metal_stack.png
Bar = 50 µm. Only two layers are drawn.
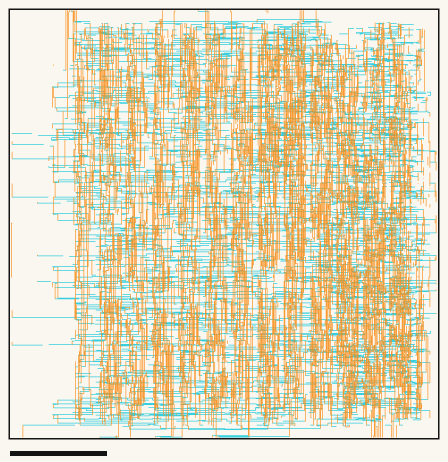
pdn.png
Bar = 50 µm. Pins as bars on the die edge.
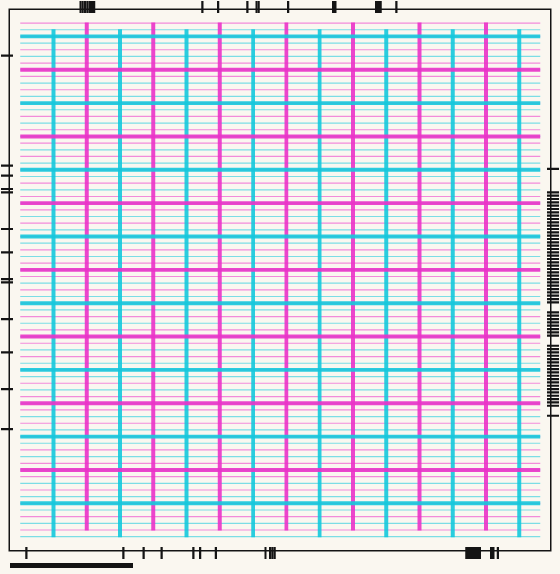
met3.png
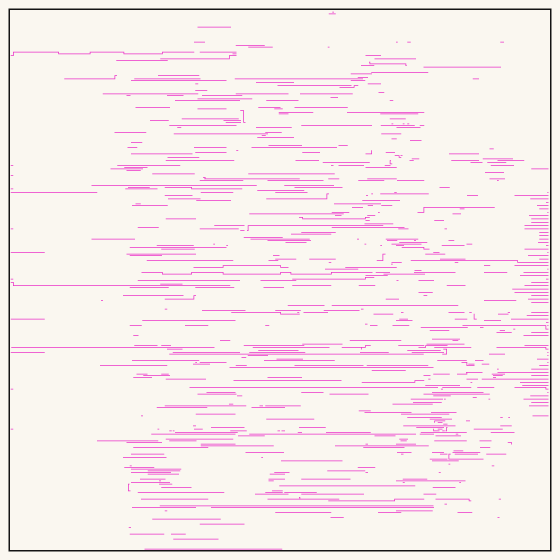
[src/rtl/flash_boot_loader_pkg.sv]
// Shared types and constants for the flash-to-SDRAM boot copy engine.
package flash_boot_loader_pkg;

  typedef enum logic [3:0] {
    IDLE,
    RD_REQ,
    RD_ADDR,
    RD_DATA,
    WR_REQ,
    WR_ADDR,
    WR_DATA,
    WR_END,
    FINISH,
    ERROR
  } loaderState_e;

  localparam int unsigned MAX_BURST_DEFAULT = 16;
  localparam logic [3:0]  BYTE_ENABLE_ALL   = 4'hF;

  // Words in the next burst: whatever is left, capped at the buffer depth.
  function automatic logic [8:0] burstWords(input logic [23:0] remaining,
                                            input int unsigned maxBurst);
    if (remaining > 24'(maxBurst)) begin
      return 9'(maxBurst);
    end
    return remaining[8:0];
  endfunction

endpackage

[src/rtl/loader_burst_buffer.sv]
// One-burst staging FIFO between the flash read and the SDRAM write phases.
// First-word fall-through: popData always shows the oldest stored word.
module loader_burst_buffer #(
  parameter int unsigned DEPTH = 16,
  parameter int unsigned WIDTH = 32,
  localparam int unsigned ADDR_W  = (DEPTH > 1) ? $clog2(DEPTH) : 1,
  localparam int unsigned COUNT_W = $clog2(DEPTH + 1)
) (
  input  logic               clock,
  input  logic               resetN,
  input  logic               push,
  input  logic [WIDTH-1:0]   pushData,
  input  logic               pop,
  input  logic               flush,
  output logic [WIDTH-1:0]   popData,
  output logic [COUNT_W-1:0] count
);

  logic [WIDTH-1:0]  mem [DEPTH];
  logic [ADDR_W-1:0] wrPtr;
  logic [ADDR_W-1:0] rdPtr;
  logic              doPush;
  logic              doPop;

  assign doPush  = push && (count != COUNT_W'(DEPTH));
  assign doPop   = pop && (count != '0);
  assign popData = mem[rdPtr];

  always_ff @(posedge clock or negedge resetN) begin
    if (!resetN) begin
      wrPtr <= '0;
      rdPtr <= '0;
      count <= '0;
    end else if (flush) begin
      wrPtr <= '0;
      rdPtr <= '0;
      count <= '0;
    end else begin
      if (doPush) wrPtr <= wrPtr + 1'b1;
      if (doPop)  rdPtr <= rdPtr + 1'b1;
      if (doPush && !doPop)      count <= count + 1'b1;
      else if (doPop && !doPush) count <= count - 1'b1;
    end
  end

  // Storage carries no reset; validity is tracked entirely by count.
  always_ff @(posedge clock) begin
    if (doPush && !flush) mem[wrPtr] <= pushData;
  end

endmodule

[src/rtl/flash_boot_loader.sv]
// Bus-master copy engine: burst-reads a boot image from flash and burst-writes it to SDRAM.
// Define FLASH_BOOT_LOADER_CHECKSUM_EN to add a running sum of all written words.
module flash_boot_loader
  import flash_boot_loader_pkg::*;
#(
  parameter logic [31:0] SRC_BASE  = 32'h0400_0000,
  parameter logic [31:0] DST_BASE  = 32'h0000_0000,
  parameter int unsigned MAX_BURST = MAX_BURST_DEFAULT
) (
  input  logic        clock,
  input  logic        resetN,
  input  logic        start,
  input  logic [23:0] lengthWords,
  output logic        busRequest,
  input  logic        busGrant,
  output logic        beginTransactionOut,
  output logic        endTransactionOut,
  output logic        readNotWriteOut,
  output logic        dataValidOut,
  output logic [31:0] addressDataOut,
  output logic [3:0]  byteEnablesOut,
  output logic [7:0]  burstSizeOut,
  input  logic [31:0] addressDataIn,
  input  logic        dataValidIn,
  input  logic        endTransactionIn,
  input  logic        busyIn,
  input  logic        busErrorIn,
  output logic        loaderBusy,
  output logic        loaderDone,
  output logic        loaderError
`ifdef FLASH_BOOT_LOADER_CHECKSUM_EN
  ,
  output logic [31:0] checksum
`endif
);

  localparam int unsigned COUNT_W = $clog2(MAX_BURST + 1);

  loaderState_e       state;
  loaderState_e       nextState;
  logic [23:0]        remaining;
  logic [23:0]        offset;
  logic [8:0]         burstN;
  logic [8:0]         rdCount;
  logic [9:0]         rdAfter;
  logic [31:0]        offsetBytes;
  logic               startAccept;
  logic               rdOverrun;
  logic               rdShort;
  logic               lastWrite;
  logic               bufPush;
  logic               bufPop;
  logic               bufFlush;
  logic [31:0]        bufData;
  logic [COUNT_W-1:0] bufCount;

  assign burstN      = burstWords(remaining, MAX_BURST);
  assign offsetBytes = {6'b0, offset, 2'b00};
  assign startAccept = (state == IDLE) && start;
  assign rdAfter     = {1'b0, rdCount} + 10'(dataValidIn);
  assign rdOverrun   = dataValidIn && (rdCount >= burstN);
  assign rdShort     = endTransactionIn && (rdAfter < {1'b0, burstN});
  assign lastWrite   = (bufCount == COUNT_W'(1)) && !busyIn;

  assign bufPush  = (state == RD_DATA) && dataValidIn && (rdCount < burstN) && !busErrorIn;
  assign bufPop   = (state == WR_DATA) && !busyIn;
  assign bufFlush = (state == ERROR);

  loader_burst_buffer #(
    .DEPTH(MAX_BURST),
    .WIDTH(32)
  ) burstBuffer (
    .clock   (clock),
    .resetN  (resetN),
    .push    (bufPush),
    .pushData(addressDataIn),
    .pop     (bufPop),
    .flush   (bufFlush),
    .popData (bufData),
    .count   (bufCount)
  );

  always_ff @(posedge clock or negedge resetN) begin
    if (!resetN) state <= IDLE;
    else         state <= nextState;
  end

  // A bus error anywhere in a copy overrides the normal flow, even a same-cycle end.
  always_comb begin
    nextState = state;
    unique case (state)
      IDLE:    if (start) nextState = (lengthWords == '0) ? FINISH : RD_REQ;
      RD_REQ:  if (busGrant) nextState = RD_ADDR;
      RD_ADDR: nextState = RD_DATA;
      RD_DATA: begin
        if (rdOverrun || rdShort) nextState = ERROR;
        else if (endTransactionIn) nextState = WR_REQ;
      end
      WR_REQ:  if (busGrant) nextState = WR_ADDR;
      WR_ADDR: nextState = WR_DATA;
      WR_DATA: if (lastWrite) nextState = WR_END;
      WR_END:  nextState = (remaining == 24'(burstN)) ? FINISH : RD_REQ;
      FINISH:  nextState = IDLE;
      ERROR:   nextState = IDLE;
      default: nextState = IDLE;
    endcase
    if (busErrorIn && (state != IDLE) && (state != ERROR)) nextState = ERROR;
  end

  always_comb begin
    busRequest          = 1'b0;
    beginTransactionOut = 1'b0;
    endTransactionOut   = 1'b0;
    readNotWriteOut     = 1'b0;
    dataValidOut        = 1'b0;
    addressDataOut      = '0;
    byteEnablesOut      = '0;
    burstSizeOut        = '0;
    loaderBusy          = (state != IDLE);
    unique case (state)
      RD_REQ, WR_REQ: busRequest = 1'b1;
      RD_ADDR: begin
        busRequest          = 1'b1;
        beginTransactionOut = 1'b1;
        readNotWriteOut     = 1'b1;
        addressDataOut      = SRC_BASE + offsetBytes;
        byteEnablesOut      = BYTE_ENABLE_ALL;
        burstSizeOut        = 8'(burstN - 9'd1);
      end
      RD_DATA: begin
        busRequest      = 1'b1;
        readNotWriteOut = 1'b1;
        byteEnablesOut  = BYTE_ENABLE_ALL;
        burstSizeOut    = 8'(burstN - 9'd1);
      end
      WR_ADDR: begin
        busRequest          = 1'b1;
        beginTransactionOut = 1'b1;
        addressDataOut      = DST_BASE + offsetBytes;
        byteEnablesOut      = BYTE_ENABLE_ALL;
        burstSizeOut        = 8'(burstN - 9'd1);
      end
      WR_DATA: begin
        busRequest     = 1'b1;
        dataValidOut   = 1'b1;
        addressDataOut = bufData;
        byteEnablesOut = BYTE_ENABLE_ALL;
        burstSizeOut   = 8'(burstN - 9'd1);
      end
      WR_END: begin
        busRequest        = 1'b1;
        endTransactionOut = 1'b1;
        byteEnablesOut    = BYTE_ENABLE_ALL;
        burstSizeOut      = 8'(burstN - 9'd1);
      end
      default: ;
    endcase
  end

  always_ff @(posedge clock or negedge resetN) begin
    if (!resetN) begin
      remaining   <= '0;
      offset      <= '0;
      rdCount     <= '0;
      loaderDone  <= 1'b0;
      loaderError <= 1'b0;
    end else begin
      if (startAccept) begin
        remaining   <= lengthWords;
        offset      <= '0;
        loaderDone  <= 1'b0;
        loaderError <= 1'b0;
      end
      if (state == RD_ADDR) rdCount <= '0;
      else if (bufPush)     rdCount <= rdCount + 9'd1;
      if (state == WR_END) begin
        offset    <= offset + 24'(burstN);
        remaining <= remaining - 24'(burstN);
      end
      if (state == FINISH) loaderDone  <= 1'b1;
      if (state == ERROR)  loaderError <= 1'b1;
    end
  end

`ifdef FLASH_BOOT_LOADER_CHECKSUM_EN
  always_ff @(posedge clock or negedge resetN) begin
    if (!resetN)          checksum <= '0;
    else if (startAccept) checksum <= '0;
    else if (bufPop)      checksum <= checksum + bufData;
  end
`endif

endmodule

[config.mk]
export PLATFORM = sky130hd
export DESIGN_NAME = flash_boot_loader
export DESIGN_NICKNAME = d
export VERILOG_FILES = /design/src/rtl/flash_boot_loader_pkg.sv /design/src/rtl/loader_burst_buffer.sv /design/src/rtl/flash_boot_loader.sv
export SDC_FILE = /design/constraint.sdc
export NUM_CORES = 1
export LEC_CHECK = 0
export CELL_PAD_IN_SITES_DETAIL_PLACEMENT = 1
export CELL_PAD_IN_SITES_GLOBAL_PLACEMENT = 1
export CORE_MARGIN = 4
export CORE_UTILIZATION = 55
export CTS_CLUSTER_SIZE = 30
export DETAILED_ROUTE_END_ITERATION = 8
export PLACE_DENSITY = 0.88
export SLEW_MARGIN = 10
export SYNTH_ARGS = -nofsm -noshare
export SYNTH_HDL_FRONTEND = slang
export SYNTH_SLANG_ARGS = --single-unit
[constraint.sdc]
create_clock -name clock -period 12.2 [get_ports clock]
set_input_delay 1.83 -clock clock [delete_from_list [all_inputs] [get_ports clock]]
set_output_delay 1.83 -clock clock [all_outputs]
set_load 0.02 [all_outputs]
==> GITHUB_STEP_SUMMARY <==
### Metrics collected by this job

| Metric | Value |
|---|---|
| Setup ws final | `5.809 ns` |
| Fin crit share | `0.5239` |
| Ys Warns | `0` |
| Yosys chip area | `0.02477 mm²` |
| Finished Layout Cells | `2143` |
| First-pass GRT wire length | `104900 µm` |
| OpenROAD warning count | `33` |
| Synth cell types | `73` |
| Fin crit period | `6.391 ns` |
| Hold Violations, Final | `0` |
| Final net count | `1608` |
| Antenna viol nets, final | `0` |
| Setup Buffers After CTS | `0` |
| Worst path cell trace | `buf_4, mux4_2, mux4_2, a22o_1, clkdlybuf4s50_1` |
| Synth Register Bits | `588` |
| Longest Clk Path Bufs | `3` |
| Post-CTS sizing | `0` |
| Cell area leaders | `edfxtp_1, mux4_2, dfrtp_1, ha_1, nand2_1` |
| Setup violators final | `0` |
| EDFF count, synth | `512` |
| Area grow syn2layout | `15.00%` |
| Mapped cell area | `0.02477 mm²` |
| Routability cong. | `0.8451` |
| Max VDD drop | `0.1451 mV` |
| Num rows | `77` |
| Ys cells | `1366` |
| Initial antenna violation count | `8` |
| Static leakage | `9.334 nW` |
| Core footprint | `0.04441 mm²` |
| Clock Sinks | `588` |
| Dpl hpwl | `37580 µm` |
| Hold endpoint | `remaining[22]` |
| Top Ports | `116` |
| Max Cap Violations | `0` |
| Worst Skew | `0.03242 ns` |
| CTS tree | `yes` |
| # hold bufs at CTS | `0` |
| Largest area contributor in the netlist | `edfxtp_1` |
| DRT iter0 DRCs | `1935` |
| Via Count | `14400` |
| Slew Viols, Final | `0` |
| Worst slack, placed | `6.524 ns` |
| Synth async-reset ratio | `0.1293` |
| R2r endpoint | `burstBuffer.mem[2][10]` |
| Sequential element share of the synthesized area | `0.6975` |
| Reg-to-Reg Start | `remaining[16]` |
| Areal power density over the cells | `160.6 mW/mm²` |
| Final hold slack | `0.5121 ns` |
| CTS buffer count | `56` |
| Share of post-route cells with drive strength above 1 | `0.2001` |
| Main flop type | `edfxtp_1` |
| Crit Path Max Fanout | `72` |
| Final Core Density | `0.6413` |
| Largest stage delay, worst path | `1.15 ns` |
| GRT Residual Overflow | `0` |
| CP endpoint kind | `primary output` |
| Fp_density | `0.5577` |
| Unrepaired setup endpoints after global routing | `no` |
| Largest net degree at the start of global routing | `108` |
| R2r worst-path depth | `12` |
| Synth top area share | `0.6208` |
| Worst Hold Class | `reg -> reg` |
| Placed Area | `0.02668 mm²` |
| Die width | `220.2 µm` |
| Least-Margin Pin Slew | `1.220 ns` |
| Die area | `0.04849 mm²` |
| Post-Syn Instances | `1366` |
| Die height | `220.2 µm` |
| Worst path most repeated cell | `mux4_2` |
| Placed cell count | `2038` |
| CP required | `10.37 ns` |
| Via density | `6.720` |
| Reg2Reg Setup Slack | `6.78 ns` |
| Root Driver | `clkbuf_16` |
| Mapped Avg Cell Area | `18.13 µm²` |
| Max Clock Freq | `156.5 MHz` |
| First-pass detailed-route iteration total | `5` |
| Status | `complete, no violations` |
| Slowest-stage cell, CP | `dfrtp_4` |
| Latency at later pin | `0.62 ns` |
| Power, Total | `4.575 mW` |
| Setup_tns | `0 ns` |
| Drt drc | `0` |
| Crit path kind | `reg -> out` |
| Clk slew on worst S/H paths | `0.07 ns` |
| Hold Startpoint | `remaining[22]` |
| Crit path DAT | `4.56 ns` |
| Buffers added on ports | `115` |
| Hold path cells | `1` |
| Final instance area | `0.02848 mm²` |
| Vias in the first global route | `15540` |
| Critical path launch point type | `register` |
| Slew headroom | `0.1860` |
| H-tree levels | `2` |
-- metal_stack.png (at the start) --
legend:
  met2:
    colour: orange
    wire_length: 35.4 mm
  met1:
    colour: cyan
    wire_length: 25.3 mm
WL per Instance: 33.10 µm
All-Layer GR Usage: 0.2991
final wirelength: 70930 µm

-- pdn.png (at the start) --
legend:
  VSS:
    colour: cyan
  VDD:
    colour: magenta
met5 straps: 15
rows: 77
met1 rails: 78

-- met3.png (at the start) --
longest straight run: 111 µm
nets with wire on the layer: 302
main direction: horizontal
wire length on this layer: 7130 µm
share of all routed wire: 10%

logic make-up after synthesis:
family,share of synthesized area
compound gates,0.04602
xor+xnor,0.01061
fa+ha+maj,0.02051
buf+inv,0.01632
flops,0.6975
mux,0.1499
other cells,0.0003032
simple gates,0.05875
worst max path at each step:
stage,startpoint,to,slack [ns],cells after the start
2_1_floorplan,remaining[18],burstBuffer.mem[0][0],5.54,13
5_1_grt,burstBuffer.rdPtr[1],addressDataOut[20],5.75,5
3_5_place_dp,burstBuffer.rdPtr[1],addressDataOut[25],6.52,5
3_3_place_gp,burstBuffer.rdPtr[1],addressDataOut[20],6.62,5
4_1_cts,burstBuffer.rdPtr[1],addressDataOut[20],5.83,5
6_report,burstBuffer.rdPtr[1],addressDataOut[20],5.81,5
worst max-delay path: cells and delay by family, from the launching register on:
kind,cells,cell delay [ns]
compound gates,1,0.24
buf+inv,2,1.44
flops,1,1.15
mux,2,1.02
layout make-up:
cell class	instances	area (µm²)
Clock inverter	41	376.6
Sequential cell	588	17290
Antenna cell	2	5.005
Inverter	25	98.84
Timing Repair Buffer	141	1356
Multi-Input combinational cell	692	7196
Fill cell	3756	15930
Clock buffer	62	1424
Tap cell	592	740.7
cell usage after synthesis (all sizes together) (4+ instances only):
cell / n
inv: 23
nand4: 8
dfrtp: 76
edfxtp: 512
mux2i: 11
buf: 29
mux4: 160
ha: 39
a31oi: 4
a22o: 28
o311ai: 9
nand3: 40
a21oi: 19
and3: 12
o21ai: 37
a221o: 5
nand2: 71
a22oi: 4
nor3: 17
o211ai: 9
nand2b: 5
or3: 5
nor4: 20
o31ai: 7
xor2: 19
xnor2: 11
and2: 14
clkbuf: 43
nor2b: 11
or4: 8
a211oi: 5
nor2: 61
state kept, by name (all words and copies together), names as in the netlist:
signal / cells
loaderError: 1
burstBuffer.wrPtr: 4
burstBuffer.count: 5
offset: 24
state: 4
burstBuffer.rdPtr: 4
rdCount: 9
burstBuffer.mem: 512
remaining: 24
loaderDone: 1
where the power goes:
part	switching (mW)	total, mW	internal (mW)	leakage [nW]
clock network	0.801	1.74	0.938	0.864
registers	0.103	2.35	2.25	5.61
logic	0.302	0.487	0.185	2.86
total	1.21	4.58	3.37	9.33
placed cells by master, fill, tap and decap left out, types with 6 or more instances in the layout:
master and n:
and3_1 11, or4_1 8, nor2_1 56, a21oi_1 19, o21ai_0 33, clkbuf_1 6
xor2_1 19, nor2b_1 11, and2_2 8, mux4_2 160, clkinvlp_4 6, a22o_1 28
edfxtp_1 512, nand3_1 40, nor3_1 16, inv_1 22, conb_1 13, clkbuf_16 56
mux2i_1 11, clkinv_4 6, o31ai_1 6, nor4_1 14, clkinv_2 8, buf_4 26
dfrtp_1 72, nor4_2 6, clkdlybuf4s50_1 114, clkinv_1 12, o311ai_0 8, o211ai_1 9
nand2_1 70, ha_1 39, nand4_1 8, xnor2_1 11
per-layer routing:
metal	GRT usage	vias up	routed length, µm
li1	-	5833	-
met4	0.1231	12	3021
met3	0.06839	187	7133
met5	0	-	71
met2	0.4995	1000	35430
met1	0.3846	7370	25270
Power figures rest on the tool's default switching activity, not on a simulated workload.
